## config.mk

```make
export PLATFORM = sky130hd
export DESIGN_NAME = lib_thresh_qual_det
export DESIGN_NICKNAME = d
export VERILOG_FILES = /design/src/rtl/lib_thresh_qual_det_pkg.sv /design/src/rtl/lib_thresh_qual_det.sv
export SDC_FILE = /design/constraint.sdc
export NUM_CORES = 1
export LEC_CHECK = 0
export CAP_MARGIN = 40
export CELL_PAD_IN_SITES_DETAIL_PLACEMENT = 1
export CELL_PAD_IN_SITES_GLOBAL_PLACEMENT = 1
export CORE_MARGIN = 2
export CORE_UTILIZATION = 33
export CTS_BUF_LIST = sky130_fd_sc_hd__clkbuf_4 sky130_fd_sc_hd__clkbuf_8 sky130_fd_sc_hd__clkbuf_16
export DETAILED_ROUTE_END_ITERATION = 6
export HOLD_SLACK_MARGIN = 0.05
export PLACE_DENSITY = 0.84
export SLEW_MARGIN = 10
export SYNTH_ARGS = -nofsm -noshare
export SYNTH_HDL_FRONTEND = slang
export SYNTH_SLANG_ARGS = --single-unit
```

## constraint.sdc

```tcl
create_clock -name clk -period 3.3 [get_ports clk]
set_input_delay 0.66 -clock clk [delete_from_list [all_inputs] [get_ports clk]]
set_output_delay 0.66 -clock clk [all_outputs]
set_load 0.05 [all_outputs]
```

## src/rtl/lib_thresh_qual_det_pkg.sv

```systemverilog
// Shared state encoding for the threshold detector family.
// Other detector stages reuse these names so debug views line up across the chain.
package lib_thresh_qual_det_pkg;

    localparam int STATE_W = 2;

    typedef enum logic [STATE_W-1:0] {
        ST_IDLE    = 2'd0,
        ST_QUAL    = 2'd1,
        ST_ACTIVE  = 2'd2,
        ST_REFRACT = 2'd3
    } det_state_t;

endpackage

```

## src/rtl/lib_thresh_qual_det.sv

```systemverilog
// Qualified threshold detector: QUAL_N consecutive valid samples above thr_hi_i raise det_o,
// a sample below thr_lo_i drops it, then REFRACT_N valid samples are ignored.
module lib_thresh_qual_det
    import lib_thresh_qual_det_pkg::*;
#(
    parameter int DATA_W    = 16,
    parameter int QUAL_N    = 4,
    parameter int REFRACT_N = 50,
    parameter int CNT_W     = 8
) (
    input  logic              clk,
    input  logic              reset,
    input  logic              sample_valid_i,
    input  logic [DATA_W-1:0] sample_i,
    input  logic [DATA_W-1:0] thr_hi_i,
    input  logic [DATA_W-1:0] thr_lo_i,
    output logic              det_o,
    output logic              det_pulse_o,
    output logic [1:0]        state_o
);

    localparam logic [CNT_W-1:0] QUAL_TERM    = CNT_W'(QUAL_N);
    localparam logic [CNT_W-1:0] REFRACT_TERM = CNT_W'(REFRACT_N);

    // Stream is valid-only: a sample is consumed on every clock edge where
    // sample_valid_i is high; there is no backpressure. Invalid cycles freeze the FSM.
    det_state_t       state;
    logic [CNT_W-1:0] cnt;
    logic [CNT_W-1:0] cnt_inc;
    logic             above;
    logic             below;

    assign above   = $signed(sample_i) > $signed(thr_hi_i);
    assign below   = $signed(sample_i) < $signed(thr_lo_i);
    assign cnt_inc = cnt + CNT_W'(1);

    always_ff @(posedge clk) begin
        if (reset) begin
            state       <= ST_IDLE;
            cnt         <= '0;
            det_o       <= 1'b0;
            det_pulse_o <= 1'b0;
        end else begin
            det_pulse_o <= 1'b0;
            if (sample_valid_i) begin
                case (state)
                    ST_IDLE: begin
                        if (above) begin
                            if (QUAL_N == 1) begin
                                state       <= ST_ACTIVE;
                                cnt         <= '0;
                                det_o       <= 1'b1;
                                det_pulse_o <= 1'b1;
                            end else begin
                                state <= ST_QUAL;
                                cnt   <= CNT_W'(1);
                            end
                        end
                    end
                    ST_QUAL: begin
                        if (!above) begin
                            state <= ST_IDLE;
                            cnt   <= '0;
                        end else if (cnt_inc == QUAL_TERM) begin
                            state       <= ST_ACTIVE;
                            cnt         <= '0;
                            det_o       <= 1'b1;
                            det_pulse_o <= 1'b1;
                        end else begin
                            cnt <= cnt_inc;
                        end
                    end
                    ST_ACTIVE: begin
                        if (below) begin
                            state <= (REFRACT_N == 0) ? ST_IDLE : ST_REFRACT;
                            cnt   <= '0;
                            det_o <= 1'b0;
                        end
                    end
                    ST_REFRACT: begin
                        // Sample values are irrelevant here; only the count matters.
                        if (cnt_inc == REFRACT_TERM) begin
                            state <= ST_IDLE;
                            cnt   <= '0;
                        end else begin
                            cnt <= cnt_inc;
                        end
                    end
                    default: begin
                        state <= ST_IDLE;
                        cnt   <= '0;
                        det_o <= 1'b0;
                    end
                endcase
            end
        end
    end

    assign state_o = state;

endmodule
```

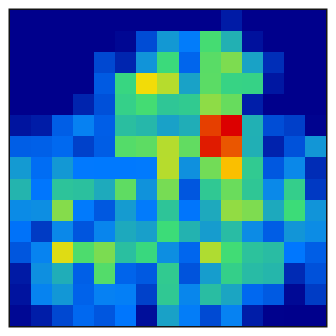
**Above:** run 1 (signal metal coverage by tile).
15 x 15 tiles, from dark blue (low) to red (high), scaled to the fullest tile. Values are wire area over tile area, all layers added.
densest ninth of the die: center
mean over tiles: 0.13
fullest tile: 0.48
nearly empty tiles: 21%
emptiest ninth of the die: north-west
tiles over half the peak: 14%

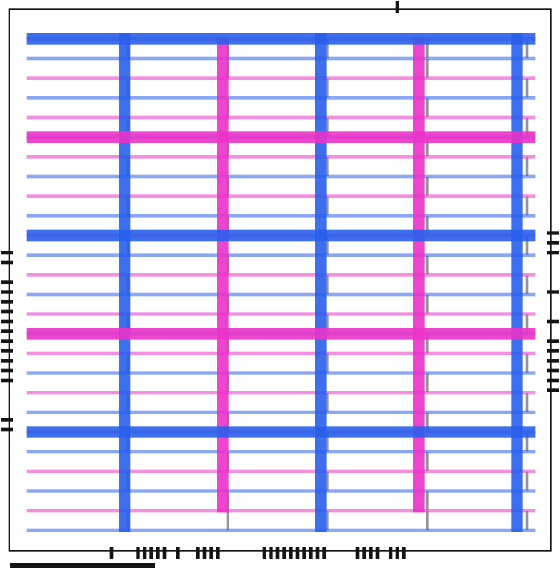
**Above:** run 1 (floorplan with the power grid).
Bar = 20 um. Pins as bars on the die edge. Tap cells in gray.
| color | net |
|---|---|
| magenta | VDD |
| blue | VSS |
met4 straps: 5
met1 rails: 26
signal pins: 55
tap cells: 67
rows: 25

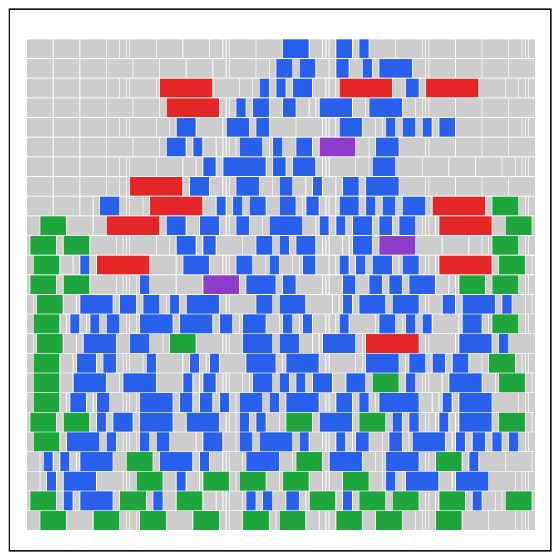
**Above:** run 1 (placed cells, one color a class).
Fill, decap, tap and diode cells in gray.
| color | class | cells | share of their area |
|---|---|---|---|
| green | other buffers and delay cells | 54 | 24% |
| blue | combinational and other logic | 203 | 63% |
| red | flops | 12 | 11% |
| purple | clock drivers | 3 | 1.9% |

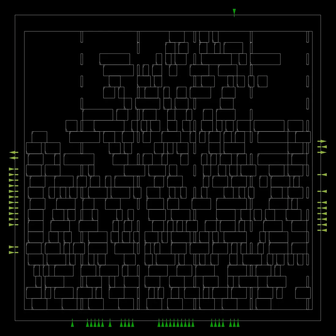
**Above:** run 1 (cell outlines without signal wires).
final core utilization: 0.481
Final Non-Filler Cells: 339

==> notes.md, run 1 <==
The run has ended; figures from its reports follow.

The run finished with clean final reports. The global placement routability congestion is 0.790. The number of nets in the synthesized netlist is 302.

The area share of the largest cell type after synthesis is 0.250. In this run the static leakage power is 0.00107 uW. The final net count is 358. The total via count after detailed routing came out at 1726. The die covers 0.00558 mm2. The initial antenna violation count came out at 0. The max-cap check violation count is 0.

The proportion of power drawn by the clock network is 0.263. The final critical-path share of the clock period is 0.910. The post-route antenna net violation count is 0. The flip-flop and latch count after synthesis is 12. Setup repair after global routing left no endpoint under its margin.

The number of H-tree levels came out at 1. The placement-stage worst setup slack came out at 0.0554 ns. The headroom to the max-slew limit came out at 0.643. The count of buffers from port buffering is 54. The unique cell type count in the Yosys netlist came out at 47. The critical path data required time is 3.48 ns.

The synthesis warning total came out at 0. The worst-skew pair later-pin latency is 0.25 ns. The clock slew seen by the registers of the worst setup and hold paths came out at 0.05 ns. Per the finish-stage timing summary, setup violations number 0. The largest buffer count on any clock path came out at 2. The count of library flops with an enable pin came out at 0. The critical path startpoint is thr_hi_i[11]. The minimum clock period after layout is 3.00 ns. The worst register-to-register path begins at cnt[0]$_SDFFE_PP0P_. The number of cells reported by Yosys stat comes to 218.

Per the final layout report, the fraction of cells sized above drive strength 1 comes to 0.0625. After legalization and detailed placement, the total HPWL measured 4.11 mm. The flow reports an fmax of 0.333 GHz. The average cell area after synthesis is 7.57 um2. By count the netlist is led by inv_1, ha_1, nand2_1. The region available for standard cell placement spans 0.00479 mm2. The horizontal extent of the die is 74.7 um. Data on the critical path arrives at its endpoint at 3.18 ns.

The setup TNS is 0 ns. Looking at the cell usage after synthesis, the top flip-flop cell is dfxtp_1. The total I/O pin count is 55. Looking at the clock tree report, the root buffer type is clkbuf_8. The average routed wire per standard cell is 13.8 um. The biggest fanout along the worst timing path is 6.

The class of the worst hold path is reg -> reg. The number of placement rows is 25. The share of total power consumed by net switching is 0.333. The fraction of registers with async set or reset after synthesis came out at 0.

The number of buffers inserted during clock tree synthesis came out at 3. The most common cell in the synthesized netlist is inv_1. The OpenROAD warning count came out at 27. TritonCTS built the clock tree. In the post-route report, total wirelength is listed as 4.67 mm.

The count of buffers added by post-CTS timing repair for setup is 0. The category of the worst setup path capture point is a flop.
-- run 1: registers in the layout, indices dropped and copies added, names as in the netlist, named ones only --
signal / count
cnt: 8
state_o: 1
det_o: 1
det_pulse_o: 1
-- run 1: cells by family after synthesis --
kind of cell               count (synthesis)  synth area share
adders and majority gates                 33             0.250
DFF                                       12             0.146
xor gates and xnor gates                   2            0.0106
muxes                                      1           0.00607
buffers and inverters                     42            0.0970
and+or+nand+nor                           68             0.228
AOI/OAI and AO/OA                         60             0.262
-- run 1: critical path, cell delays in order --
cell and delay (ns):
clkdlybuf4s50_1 0.47, inv_1 0.05, ha_1 0.30, a21oi_1 0.18, o21a_1 0.15, o2bb2ai_1 0.07, or4_4 0.56, a41o_2 0.31
o31ai_1 0.27, nor2b_1 0.16
-- run 1: per-stage QoR --
step / area [um2] / total power [uW] / hold slack (ns) / cells
final: 2300 / 519 / 0.485 / 339
after global routing: 2300 / 561 / 0.511 / 339
after CTS: 2300 / 525 / 0.488 / 339
after detailed placement: 2260 / 386 / 0.463 / 336
after global placement: 2260 / 378 / 0.464 / 336
after floorplan: 1650 / 281 / 0.483 / 218
-- run 1: routing by layer --
layer / part of all wire / up-vias / global-route usage
met5: 0 / - / 0
met4: 0.0073 / 0 / 0.0298
met3: 0.035 / 6 / 0.0281
met2: 0.45 / 39 / 0.296
met1: 0.51 / 786 / 0.247
li1: - / 895 / -
-- run 1: area by class of cell --
class                      count  area [um2]
timing repair buffer          54         541
clock buffer                   3        41.3
tap                           67        83.8
inverter                      39         146
sequential                    12         240
fill                         617        2480
multi-input combinational    164        1250
-- run 1: placed cells by master (no fill, tap or decap), types with 3 or more instances in the layout --
cell type	n
nor3_1	4
nor2b_1	4
o31ai_1	4
nand2_1	16
inv_1	39
clkdlybuf4s50_1	54
nand4_1	5
ha_1	33
a21o_1	5
o2bb2ai_1	4
nand3_1	6
a21oi_1	13
a211oi_1	4
clkbuf_8	3
or3_1	4
nor2_1	14
o21ai_0	9
o21a_1	4
dfxtp_1	12
-- run 1: worst min path at each step --
| stage | endpoint | slack, ns | cells after the start |
|---|---|---|---|
| finish | det_o$_SDFFE_PP0P_ | 0.49 | 1 |
| global route | det_o$_SDFFE_PP0P_ | 0.51 | 1 |
| CTS | det_o$_SDFFE_PP0P_ | 0.49 | 1 |
| detailed placement | det_o$_SDFFE_PP0P_ | 0.46 | 1 |
| global placement | det_o$_SDFFE_PP0P_ | 0.46 | 1 |
| floorplan | cnt[5]$_SDFFE_PP0P_ | 0.48 | 1 |
-- run 1: power by group through the flow --
stage	Clock (uW)	Sequential (uW)	Combinational (uW)
3_5_place_dp	0	162	225
4_1_cts	140	159	226
3_3_place_gp	0	161	217
2_1_floorplan	0	166	115
6_report	136	159	224
5_1_grt	149	160	252
## Run 2: what changed since run 1
--- a/config.mk
+++ b/config.mk
@@ -14,7 +14,6 @@
 export DETAILED_ROUTE_END_ITERATION = 6
 export HOLD_SLACK_MARGIN = 0.05
 export PLACE_DENSITY = 0.84
-export SLEW_MARGIN = 10
 export SYNTH_ARGS = -nofsm -noshare
 export SYNTH_HDL_FRONTEND = slang
 export SYNTH_SLANG_ARGS = --single-unit
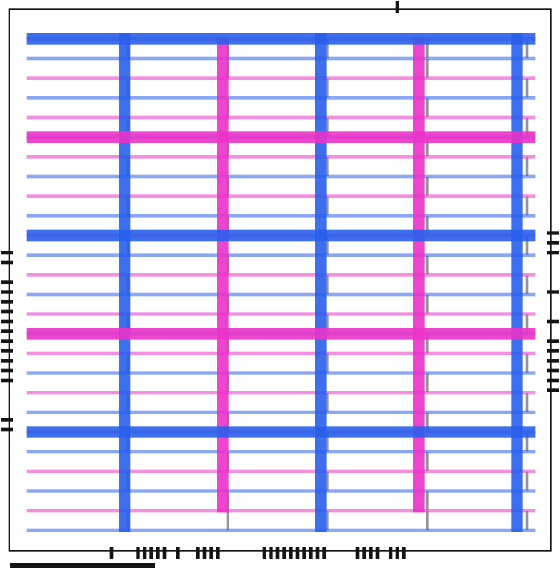
**Above:** run 2 (floorplan with the power grid).
Bar = 20 um. Pins as bars on the die edge. Tap cells in gray.
| color | net |
|---|---|
| blue | VSS |
| magenta | VDD |
rows: 25
signal pins: 55
tap cells: 67
area inside the core boundary: 0.00479 mm2
Die Width: 74.7 um
die height: 74.7 um

==> run 2 against run 1 <==
Against the previous run:
- global-route usage did not move
- hold slack did not move
- sequential share of layout area did not move
- power did not move
- critical path depth did not move
- critical path type unchanged
==> notes.md, run 2 <==
The run has ended; figures from its reports follow.

The run finished with clean final reports. The global-route track usage on met1 is 0.247 (unchanged). The post-synthesis xor/xnor area fraction was 0.0106 (unchanged).

The final critical-path share of the clock period is 0.910 (unchanged). The biggest fanout along the worst timing path is 6 (unchanged). The synthesized netlist net count came out at 302 (unchanged). The arrival time at the worst endpoint was 3.18 ns (about the same). The fraction of layout cells with a size suffix above 1 was 0.0625 (unchanged). The global placement routability congestion is 0.790 (unchanged). In the synthesized netlist the dominant register cell turns out to be dfxtp_1.

The synthesis warning total came to 0 (unchanged). The met3 track utilization from global routing is 0.0281 (unchanged). The minimum clock period after layout is 3.00 ns (unchanged). After global routing, the most crowded layer is met2. The area share of the largest cell type after synthesis came out at 0.250 (unchanged). The clock slew seen by the registers of the worst setup and hold paths came out at 0.05 ns (about the same). The share of cell area taken by muxes after synthesis is 0.00607 (unchanged). The count of instantiated cells in the yosys netlist came out at 218 (unchanged). Traced cell by cell, the critical path runs through clkdlybuf4s50_1 -> inv_1 -> ha_1 -> a21oi_1 -> o21a_1 -> o2bb2ai_1 -> or4_4 -> a41o_2 -> o31ai_1 -> nor2b_1.

The total length of routed wires came out at 4.67 mm (unchanged). The largest buffer count on any clock path is 2 (unchanged). The count of buffers from port buffering is 54 (unchanged). The average routed wire per standard cell came out at 13.8 um (unchanged).

The global routing usage on met2 is 0.296 (unchanged). By count the netlist is led by inv_1, ha_1, nand2_1. The number of H-tree levels came out at 1 (unchanged). The path with the worst hold slack has its endpoint at det_o$_SDFFE_PP0P_. Setup repair after global routing left no endpoint under its margin. The number of placement rows is 25 (unchanged). The share of total power consumed by net switching is 0.333 (unchanged). Yosys shows that the main logic family after synthesis is AND-OR/OR-AND gates.

The fraction of registers with async set or reset after synthesis was 0 (unchanged). The average cell area after synthesis is 7.57 um2 (unchanged). The fraction of the mapped netlist area in simple logic gates came out at 0.228 (unchanged). The flip-flop and latch count after synthesis came out at 12 (unchanged).

The critical path data required time was 3.48 ns (about the same). The library cell used most frequently in the layout, excluding fill and tap cells, is clkdlybuf4s50_1. The core utilization of the finished layout was 0.481 (unchanged). The initial antenna violation count came out at 0 (unchanged).

The placement-stage worst setup slack came out at 0.0554 ns (unchanged). The root cell of the clock tree is clkbuf_8. The total via count after detailed routing is 1726 (unchanged). The HPWL after detailed placement came out at 4.11 mm (unchanged). The worst-skew pair later-pin latency came to 0.25 ns (about the same).

The count of buffers added by post-CTS timing repair for setup came out at 0 (unchanged). The aoi/oai-family share of the synthesized area came out at 0.262 (unchanged). The launch point of the worst reg-to-reg path is cnt[0]$_SDFFE_PP0P_. The most common cell in the netlist is inv_1. The final net count came out at 358 (unchanged).

The leakage power figure is 0.00107 uW (unchanged).
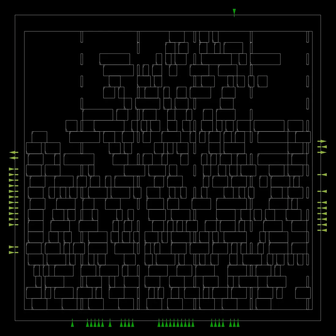
**Above:** run 2 (cell outlines without signal wires).
filler cell count: 617
sequential cell area share: 0.104

==> run 2: routing by layer <==
metal | routed length, um | share of wire
met1 | 2360 | 0.51
met4 | 34 | 0.0073
met3 | 164 | 0.035
met2 | 2110 | 0.45
met5 | 0 | 0
==> run 2: worst max-delay path by stage <==
stage | start | to | slack (ns) | cells after the start
detailed placement | thr_hi_i[11] | flop | 0.06 | 10
global route | thr_lo_i[1] | cnt[5]$_SDFFE_PP0P_ | 0.12 | 10
floorplan | thr_hi_i[15] | cnt[0]$_SDFFE_PP0P_ | 0.70 | 9
global placement | thr_hi_i[15] | flop | 0.08 | 10
CTS | thr_hi_i[11] | flop | 0.31 | 10
finish | thr_hi_i[11] | flop | 0.30 | 10
==> run 2: kinds of logic (layout without fill, tap and decap cells) <==
family,after synthesis,after routing
fa+ha+maj,33,33
flops,12,12
compound gates,60,60
simple gates,68,68
mux,1,1
xor+xnor,2,2
buf+inv,42,96
==> run 2: final cells by class <==
cell class                      count  area (um2)  area share
Clock buffer                        3        41.3      0.0179
Inverter                           39         146      0.0636
Multi-Input combinational cell    164        1250       0.543
Sequential cell                    12         240       0.104
Tap cell                           67        83.8      0.0364
Timing Repair Buffer               54         541       0.235
==> run 2: critical path, delay by kind of cell <==
family | cells | cell delay, ns
AND-OR/OR-AND | 5 | 0.98
AND/OR/NAND/NOR | 2 | 0.72
buffers and inverters | 2 | 0.52
adder cells (fa/ha/maj) | 1 | 0.30
==> run 2: stage by stage <==
stage	total power, uW	instance area, um2	std cells	hold WS [ns]
CTS	525	2300	339	0.488
global placement	378	2260	336	0.464
global route	561	2300	339	0.511
floorplan	281	1650	218	0.483
detailed placement	386	2260	336	0.463
finish	519	2300	339	0.485
==> run 2: power by group through the flow <==
stage / registers, uW / clock network (uW) / logic (uW)
floorplan: 166 / 0 / 115
global placement: 161 / 0 / 217
detailed placement: 162 / 0 / 225
CTS: 159 / 140 / 226
global route: 160 / 149 / 252
finish: 159 / 136 / 224
## Run 3: what changed since run 2
--- a/config.mk
+++ b/config.mk
@@ -11,7 +11,9 @@
 export CORE_MARGIN = 2
 export CORE_UTILIZATION = 33
 export CTS_BUF_LIST = sky130_fd_sc_hd__clkbuf_4 sky130_fd_sc_hd__clkbuf_8 sky130_fd_sc_hd__clkbuf_16
+export CTS_CLUSTER_SIZE = 14
 export DETAILED_ROUTE_END_ITERATION = 6
+export GPL_ROUTABILITY_DRIVEN = 0
 export HOLD_SLACK_MARGIN = 0.05
 export PLACE_DENSITY = 0.84
 export SYNTH_ARGS = -nofsm -noshare
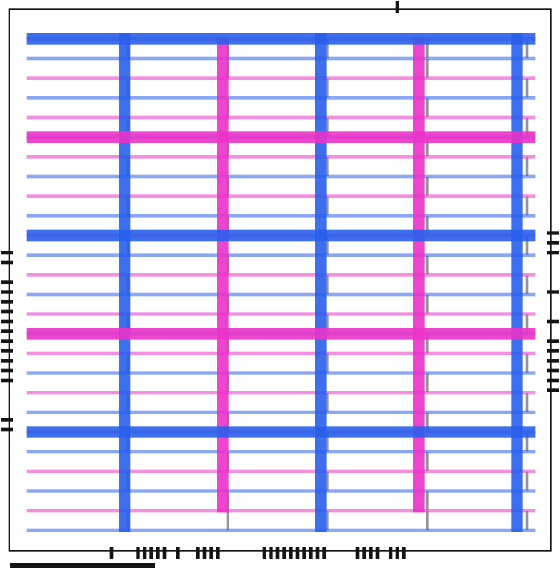
**Above:** run 3 (floorplan with the power grid).
Bar = 20 um. Pins as bars on the die edge. Tap cells in gray.
| color | net |
|---|---|
| blue | VSS |
| magenta | VDD |
tap cells: 67
met1 rails: 26
met5 straps: 5
signal pins: 55
rows: 25
maximum VDD drop: 111 uV

==> run 3 against run 2 <==
Against the previous run:
- sequential share of layout area unchanged
- die size unchanged
- largest power group unchanged
- sequential power barely moved
- combinational power barely moved
==> notes.md, run 3 <==
The run has ended; figures from its reports follow.

For this design, the CTS-stage hold fixing added 0 buffers. The HPWL after detailed placement is 4.11 mm (unchanged). The sum of overflow across all layers after global routing is 0.

STA classifies the critical path endpoint as a flop. The overall power consumption came out at 519 uW (unchanged). The fraction of layout cells with a size suffix above 1 is 0.0625 (unchanged). The biggest fanout along the worst timing path was 6 (unchanged).

The count of buffers from port buffering is 54 (unchanged). The count of library flops with an enable pin came out at 0. The number of DRC markers after the initial detailed-route iteration came out at 76. The cell sequence reported for the critical path is clkdlybuf4s50_1 -> inv_1 -> ha_1 -> a21oi_1 -> o21a_1 -> o2bb2ai_1 -> or4_4 -> a41o_2 -> o31ai_1 -> nor2b_1. 0 antenna diodes ended up in the layout.

The flip-flop and latch count after synthesis came out at 12 (unchanged). The number of endpoints with negative hold slack in the final report is 0. For this run, design rule violations remaining after detail routing come to 0. In this run the clock root is driven by a clkbuf_8. The final critical-path share of the clock period came out at 0.910 (unchanged).

The most common logic cells in the final layout are clkdlybuf4s50_1, inv_1, ha_1. The clock slew seen by the registers of the worst setup and hold paths was 0.05 ns (about the same). The buffer and inverter count on the worst path came out at 2 (unchanged).

The number of gates resized after CTS was 0. Yosys reports that the most numerous cell types are inv_1, ha_1, nand2_1. The sequential element share of the synthesized area is 0.146. By instance count, the leading cell after synthesis is inv_1. The transition time of the tightest slew-check pin is 0.530 ns. The final max-slew violation count is 0.

The largest buffer count on any clock path came to 2 (unchanged). The number of buffers inserted during clock tree synthesis came out at 3. The total via count after detailed routing is 1726 (unchanged).

The stage logs contain a warning count of 27. The register with the most flip-flops in the layout has 8 of them. The most frequent logic cell in the layout is clkdlybuf4s50_1.

The average cell area after synthesis is 7.57 um2 (unchanged). The worst-skew pair later-pin latency is 0.25 ns (about the same). The synthesized netlist net count is 302 (unchanged). The total length of routed wires came out at 4.67 mm (unchanged). The tally of filler cells in the layout came out at 617 (unchanged). The global-route usage over all layers is 0.178. The average routed wire per standard cell is 13.8 um (unchanged). The wire length of the first global-routing pass came out at 7.82 mm. The CTS log lists the clock sinks for this run as 12. The count of buffers added by post-CTS timing repair for setup is 0 (unchanged). The final net count is 358 (unchanged).

The flow ran to the end, and the final reports show no timing, DRC or antenna violations. Per the synthesis report, the dominant area consumer among library cells is ha_1. From synthesis to final layout, the design area changed by 39.5%. The slowest stage of the critical path is the or4_4 cell. The detail-routed via count per cell came out at 5.09. The headroom to the max-slew limit is 0.643.

The number of H-tree levels is 1 (unchanged). The horizontal extent of the die is 74.7 um (unchanged). The max-cap check violation count is 0. The total core area is 0.00479 mm2 (unchanged). The number of non-filler instances in the completed layout came out at 339 (unchanged).

The kind of launch point of the worst setup path is an input port. The largest net degree at the start of global routing came out at 13. The critical path data required time came to 3.48 ns (about the same).

The count of instantiated cells in the yosys netlist came out at 218 (unchanged). The post-route antenna net violation count is 0. The main area contributors are ha_1, dfxtp_1, inv_1.

The fraction of registers with async set or reset after synthesis came out at 0 (unchanged). The via count of the first global-routing pass came out at 1716. The setup TNS came out at 0 ns.

The number of placement rows was 25 (unchanged). The initial antenna violation count is 0 (unchanged). The die outline height is 74.7 um (unchanged). Per STA, the worst path accumulates the most delay in the family AND-OR/OR-AND gates. The leakage power figure came out at 0.00107 uW (unchanged).

Setup repair after global routing left no endpoint under its margin. The most used flip-flop cell after synthesis is dfxtp_1. TritonCTS built the clock tree. The register containing the most flip-flops in the final layout is cnt.

The worst-case hold slack was 0.485 ns (unchanged). The synthesis warning total came out at 0 (unchanged). The minimum clock period after layout is 3.00 ns (unchanged). The critical setup path kind is in -> reg. The area share of the largest cell type after synthesis came out at 0.250 (unchanged). The arrival time at the worst endpoint came out at 3.18 ns (about the same). The class of the worst hold path is reg -> reg. The cell area power density came out at 226 mW/mm2.

The number of cells after detailed placement is 336 (unchanged). Yosys mapped the design onto 47 distinct sky130hd cell types. The number of standard cells after synthesis is 218.
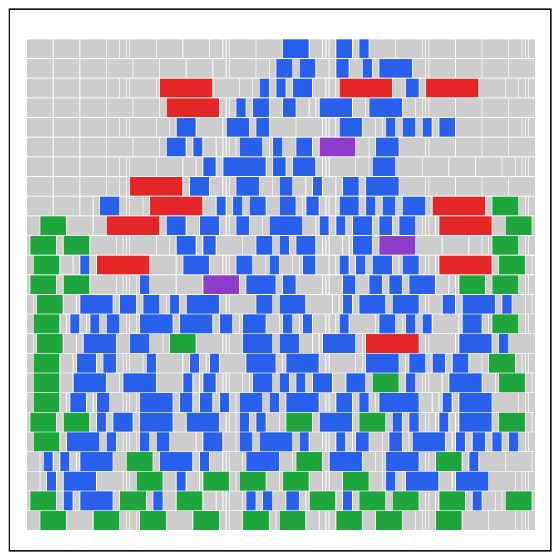
**Above:** run 3 (placed cells, one color a class).
Fill, decap, tap and diode cells in gray.
| color | class | cells | share of their area |
|---|---|---|---|
| purple | clock drivers | 3 | 1.9% |
| blue | combinational and other logic | 203 | 63% |
| green | other buffers and delay cells | 54 | 24% |
| red | flops | 12 | 11% |

run 3: cell counts after synthesis:
No cell type changed its count.
run 3: worst paths after layout:
path	startpoint	endpoint	slack, ns	cells past startpoint
worst max-delay path	thr_hi_i[11]	flop	0.30	10
worst min-delay path	det_o$_SDFFE_PP0P_	det_o$_SDFFE_PP0P_	0.49	1
worst max register to register	cnt[0]$_SDFFE_PP0P_	flop	0.77	7
worst min register to register	det_o$_SDFFE_PP0P_	det_o$_SDFFE_PP0P_	0.49	1
run 3: kinds of logic after synthesis:
| family | after synthesis | share of synthesized area |
|---|---|---|
| compound gates | 60 | 0.262 |
| buf+inv | 42 | 0.0970 |
| mux | 1 | 0.00607 |
| simple gates | 68 | 0.228 |
| flops | 12 | 0.146 |
| xor+xnor | 2 | 0.0106 |
| fa+ha+maj | 33 | 0.250 |
run 3: metal layers:
metal | GRT usage | share of wire | up-vias
li1 | - | - | 895
met1 | 0.247 | 0.51 | 786
met2 | 0.296 | 0.45 | 39
met3 | 0.0281 | 0.035 | 6
met4 | 0.0298 | 0.0073 | 0
met5 | 0 | 0 | -
run 3: report_power, final:
| group | internal (uW) | leakage (uW) | switching [uW] |
|---|---|---|---|
| Combinational | 116 | 0.000956 | 108 |
| Clock | 80.6 | 0.0000216 | 55.7 |
| Sequential | 149 | 0.0000972 | 9.46 |
| Total | 346 | 0.00107 | 173 |
run 3: layout make-up:
cell class,count,area [um2],area share
Clock buffer,3,41.3,0.0179
Inverter,39,146,0.0636
Multi-Input combinational cell,164,1250,0.543
Sequential cell,12,240,0.104
Tap cell,67,83.8,0.0364
Timing Repair Buffer,54,541,0.235
run 3: stage by stage:
step	cell area [um2]	utilization	worst slack, ns
3_3_place_gp	2260	0.472	0.0761
3_5_place_dp	2260	0.472	0.0554
2_1_floorplan	1650	-	0.705
4_1_cts	2300	0.481	0.314
5_1_grt	2300	0.481	0.123
6_report	2300	0.481	0.297
Power is estimated from default activity; no workload was simulated.
